<file path="src/rtl/riscv_pkg.sv">
// Shared RISC-V core definitions used by the front-end blocks.
//   XLEN         : architectural register / address width
//   INSTR_BYTES  : size of one instruction word in bytes (sequential pc step)
//   RESET_VECTOR : pc value loaded by the pc register on reset
//   NOP_INSTR    : canonical no-op (addi x0, x0, 0)
//   word_t       : one XLEN-wide address or instruction word
//   fetch_pair_t : {pc, instr} pair handed from fetch to decode
package riscv_pkg;

    localparam int XLEN        = 32;
    localparam int INSTR_BYTES = 4;

    typedef logic [XLEN-1:0] word_t;

    localparam word_t RESET_VECTOR = 32'h0000_0000;
    localparam word_t NOP_INSTR    = 32'h0000_0013;

    typedef struct packed {
        word_t pc;
        word_t instr;
    } fetch_pair_t;

    // Force an address onto an instruction boundary.
    function automatic word_t align_pc(input word_t addr);
        return {addr[XLEN-1:2], 2'b00};
    endfunction

endpackage

</file>
<file path="src/rtl/sync_fifo.sv">
// Single-clock FIFO with synchronous reset and flush.
//   clk       : clock, rising edge
//   rst       : synchronous active-high reset (empties the queue)
//   push      : write push_data at the tail (caller guarantees !full)
//   push_data : data written on push
//   pop       : drop the head entry (caller guarantees !empty)
//   flush     : empty the queue this edge; overrides push and pop
//   pop_data  : head entry (valid while !empty)
//   full      : DEPTH entries stored
//   empty     : no entries stored
//   count     : number of stored entries, 0..DEPTH
// DEPTH must be a power of 2 so the pointers wrap naturally.
module sync_fifo #(
    parameter int WIDTH = 32,
    parameter int DEPTH = 4
) (
    input  logic                       clk,
    input  logic                       rst,
    input  logic                       push,
    input  logic [WIDTH-1:0]           push_data,
    input  logic                       pop,
    input  logic                       flush,
    output logic [WIDTH-1:0]           pop_data,
    output logic                       full,
    output logic                       empty,
    output logic [$clog2(DEPTH+1)-1:0] count
);

    localparam int AW = (DEPTH > 1) ? $clog2(DEPTH) : 1;
    localparam int CW = $clog2(DEPTH + 1);

    logic [WIDTH-1:0] mem [DEPTH];
    logic [AW-1:0]    wr_ptr;
    logic [AW-1:0]    rd_ptr;
    logic [CW-1:0]    cnt;

    // NOTE: state registers use non-blocking assignments so every flop
    // samples pre-edge values regardless of process evaluation order.
    always_ff @(posedge clk) begin
        if (rst || flush) begin
            wr_ptr <= '0;
            rd_ptr <= '0;
            cnt    <= '0;
        end else begin
            if (push) wr_ptr <= wr_ptr + AW'(1);
            if (pop)  rd_ptr <= rd_ptr + AW'(1);
            case ({push, pop})
                2'b10:   cnt <= cnt + CW'(1);
                2'b01:   cnt <= cnt - CW'(1);
                default: cnt <= cnt;
            endcase
        end
    end

    // NOTE: the storage array has no reset; only the pointers and count do,
    // so the array maps onto plain RAM/flops without a reset network.
    always_ff @(posedge clk) begin
        if (push && !flush && !rst) begin
            mem[wr_ptr] <= push_data;
        end
    end

    assign pop_data = mem[rd_ptr];
    assign full     = (cnt == CW'(DEPTH));
    assign empty    = (cnt == '0);
    assign count    = cnt;

endmodule

</file>
<file path="src/rtl/fetch_stage.sv">
// Instruction-fetch stage between the pc register and decode.
//   clk, rst        : clock (rising edge), synchronous active-high reset
//   pc              : current pc from the pc register
//   pc_next         : value to load into the pc register
//   pc_write_en     : pc register load enable
//   redirect_valid  : taken branch/jump from execute; flush and refetch
//   redirect_pc     : redirect target (low two bits ignored)
//   imem_req_*      : in-order instruction-memory request (addr = pc)
//   imem_rsp_*      : in-order response, no backpressure
//   id_valid/ready  : valid/ready handshake towards decode
//   id_instr, id_pc : instruction word and its pc
// Outstanding requests carry their pc in a tag queue; responses pair with
// the tag head and land in the instruction queue feeding decode. A redirect
// flushes both queues and marks still-in-flight responses to be dropped.
module fetch_stage
    import riscv_pkg::*;
#(
    parameter int FIFO_DEPTH = 4
) (
    input  logic            clk,
    input  logic            rst,
    input  logic [XLEN-1:0] pc,
    output logic [XLEN-1:0] pc_next,
    output logic            pc_write_en,
    input  logic            redirect_valid,
    input  logic [XLEN-1:0] redirect_pc,
    output logic            imem_req_valid,
    input  logic            imem_req_ready,
    output logic [XLEN-1:0] imem_req_addr,
    input  logic            imem_rsp_valid,
    input  logic [XLEN-1:0] imem_rsp_data,
    output logic            id_valid,
    input  logic            id_ready,
    output logic [XLEN-1:0] id_instr,
    output logic [XLEN-1:0] id_pc
);

    localparam int CNT_W = $clog2(FIFO_DEPTH + 1);

    logic [CNT_W-1:0] outstanding, outstanding_next;
    logic [CNT_W-1:0] drop_cnt, drop_cnt_next;
    logic [CNT_W-1:0] instr_count, tag_count;
    logic [CNT_W:0]   occupancy;
    logic             credit;
    logic             req_fire, id_fire;
    logic             rsp_keep, rsp_drop;
    logic             tag_full, tag_empty, instr_full, instr_empty;
    word_t            tag_head;
    fetch_pair_t      instr_head;

    // Credit counts every slot that is already promised: requests whose
    // response has not returned plus instructions waiting for decode.
    assign occupancy = {1'b0, outstanding} + {1'b0, instr_count};
    assign credit    = (occupancy < (CNT_W+1)'(FIFO_DEPTH));

    // NOTE: every output of this combinational block gets a default first,
    // so no path leaves a value held and no latch is inferred.
    always_comb begin
        imem_req_valid = 1'b0;
        pc_write_en    = 1'b0;
        id_valid       = 1'b0;
        pc_next        = pc + XLEN'(INSTR_BYTES);
        if (!rst) begin
            if (redirect_valid) begin
                pc_write_en = 1'b1;
                pc_next     = align_pc(redirect_pc);
            end else begin
                imem_req_valid = credit;
                pc_write_en    = credit & imem_req_ready;
                id_valid       = !instr_empty;
            end
        end
    end

    assign imem_req_addr = pc;
    assign req_fire      = imem_req_valid & imem_req_ready;
    assign id_fire       = id_valid & id_ready;

    // Responses in the redirect cycle are already covered by the drop count
    // computed below, so they are neither kept nor counted as drops here.
    assign rsp_keep = imem_rsp_valid && !redirect_valid && (drop_cnt == '0);
    assign rsp_drop = imem_rsp_valid && !redirect_valid && (drop_cnt != '0);

    always_comb begin
        drop_cnt_next    = drop_cnt;
        outstanding_next = outstanding;
        if (redirect_valid) begin
            // Everything still in flight after this edge belongs to the old stream.
            drop_cnt_next    = outstanding - CNT_W'(imem_rsp_valid);
            outstanding_next = drop_cnt_next;
        end else begin
            drop_cnt_next    = drop_cnt - CNT_W'(rsp_drop);
            outstanding_next = outstanding + CNT_W'(req_fire) - CNT_W'(imem_rsp_valid);
        end
    end

    always_ff @(posedge clk) begin
        if (rst) begin
            outstanding <= '0;
            drop_cnt    <= '0;
        end else begin
            outstanding <= outstanding_next;
            drop_cnt    <= drop_cnt_next;
        end
    end

    sync_fifo #(
        .WIDTH (XLEN),
        .DEPTH (FIFO_DEPTH)
    ) u_tag_fifo (
        .clk       (clk),
        .rst       (rst),
        .push      (req_fire),
        .push_data (pc),
        .pop       (rsp_keep),
        .flush     (redirect_valid),
        .pop_data  (tag_head),
        .full      (tag_full),
        .empty     (tag_empty),
        .count     (tag_count)
    );

    sync_fifo #(
        .WIDTH ($bits(fetch_pair_t)),
        .DEPTH (FIFO_DEPTH)
    ) u_instr_fifo (
        .clk       (clk),
        .rst       (rst),
        .push      (rsp_keep),
        .push_data ({tag_head, imem_rsp_data}),
        .pop       (id_fire),
        .flush     (redirect_valid),
        .pop_data  (instr_head),
        .full      (instr_full),
        .empty     (instr_empty),
        .count     (instr_count)
    );

    assign id_pc    = instr_head.pc;
    assign id_instr = instr_head.instr;

    // Status outputs that the credit scheme makes redundant here.
    logic unused_status;
    assign unused_status = ^{tag_full, tag_empty, tag_count, instr_full, redirect_pc[1:0]};

endmodule

</file>
<file path="config.mk">
export PLATFORM = sky130hd
export DESIGN_NAME = fetch_stage
export DESIGN_NICKNAME = d
export VERILOG_FILES = /design/src/rtl/riscv_pkg.sv /design/src/rtl/sync_fifo.sv /design/src/rtl/fetch_stage.sv
export SDC_FILE = /design/constraint.sdc
export NUM_CORES = 1
export LEC_CHECK = 0
export CAP_MARGIN = 20
export CELL_PAD_IN_SITES_DETAIL_PLACEMENT = 0
export CELL_PAD_IN_SITES_GLOBAL_PLACEMENT = 1
export CORE_MARGIN = 2
export CORE_UTILIZATION = 42
export DETAILED_ROUTE_END_ITERATION = 16
export HOLD_SLACK_MARGIN = 0.05
export PLACE_DENSITY_LB_ADDON = 0.15
export SLEW_MARGIN = 20
export SYNTH_ARGS = -nofsm -noshare
export SYNTH_HDL_FRONTEND = slang
export SYNTH_SLANG_ARGS = --single-unit
</file>
<file path="constraint.sdc">
create_clock -name clk -period 3 [get_ports clk]
set_clock_uncertainty 0.05 [all_clocks]
set_input_delay 0.3 -clock clk [delete_from_list [all_inputs] [get_ports clk]]
set_output_delay 0.3 -clock clk [all_outputs]
set_load 0.005 [all_outputs]
</file>
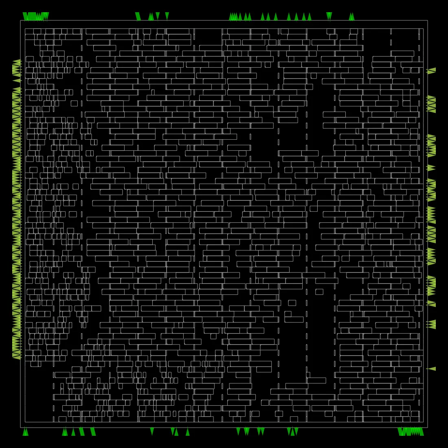
(images/placed.png)
flop share of the area: 57.2%
number of standard cells in the final layout excluding fillers: 1,662
total number of sequential cells: 405

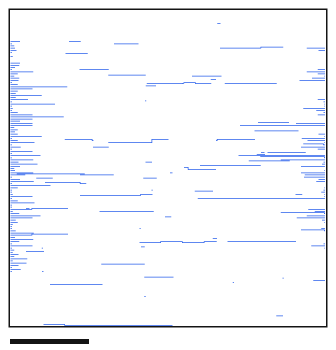
(images/m3.png)
Scale bar: 50 um.
The layer carries 2,330 um of wire. The wires run mostly horizontal. 181 nets have wire on it.
Routed WL: 32.9 mm
vias post-DR: 8,392
met3 GRT Util: 4.17%

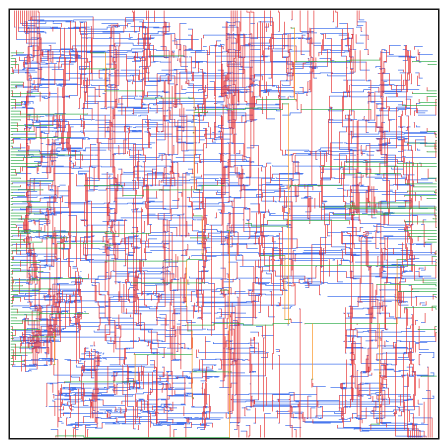
(images/layers.png)
Green is M3, wire length 2,330 um. Orange is M4, wire length 525 um. Red is M2, wire length 15,100 um. Blue is M1, wire length 14,900 um.
Total GRT Usage: 16.5%
routed wirelength normalized by instance count: 19.8 um

==> ds_physical_params.txt <==
Physical design parameters

Parameter                              Value

Synthesis
  Most area-hungry cell type in the Yosys netlist .................. sky130_fd_sc_hd__edfxtp_1
  Number of standard cells after synthesis .................. ~830
  Xor and xnor area share after synthesis .................. 1.41%
  Unique masters post-synth .................. 45
  Complex Gates by Area .................. 2.06%
  Total cells reported by yosys after synthesis .................. 828
  Largest cells by area after synthesis .................. sky130_fd_sc_hd__edfxtp_1 72%, sky130_fd_sc_hd__mux4_2 13%, sky130_fd_sc_hd__dfxtp_1 2.6%, sky130_fd_sc_hd__buf_4 1.5%, sky130_fd_sc_hd__ha_1 1.4%

Finish
  Commonest cells after routing, fill and taps aside .................. 384 x sky130_fd_sc_hd__edfxtp_1, 213 x sky130_fd_sc_hd__clkdlybuf4s50_1, 96 x sky130_fd_sc_hd__mux4_2
  Nets@finish .................. between 1,000 and 1,500
  Top logic cell by instance count in the layout .................. sky130_fd_sc_hd__edfxtp_1
  Number of antenna diodes .................. 0
  Share of layout cells above drive strength 1 .................. a little under a quarter

Worst hold path
  Worst hold path stage count .................. 2

Final timing
  Final hold viol count .................. 0
  Pins over their slew limit .................. 0
  Highest attainable clock frequency .................. ~350 MHz

Floorplan
  Die Y .................. 200 um

Run
  Count of maximum capacitance violations .................. 0
  Number of warnings in the stage logs .................. 35

CTS
  Clock latency of the later-clocked register in the worst-skew pair .................. 0.54 ns
  CTS Hold Buffers Added .................. 0

Power
  Design Power .................. ~12,000 uW
  Internal cell power .................. 9760 uW

Global route
  Wire length of the first global-routing pass .................. 49.4 mm

Critical path
  Critical Path Sink .................. pc_next[30]
  Worst setup startpoint .................. pc[13]
  Cell with the largest stage delay on the worst path .................. sky130_fd_sc_hd__or4_4
  Crit-path most repeated cell .................. sky130_fd_sc_hd__buf_4
  Reg2Reg Setup Slack .................. 0.18 ns

Route
  First-pass detailed-route iteration total .................. 5
  Met2 routed WL .................. 15.1 mm

Outcome
  Status .................. complete, no violations
Power is estimated from default activity; no workload was simulated.
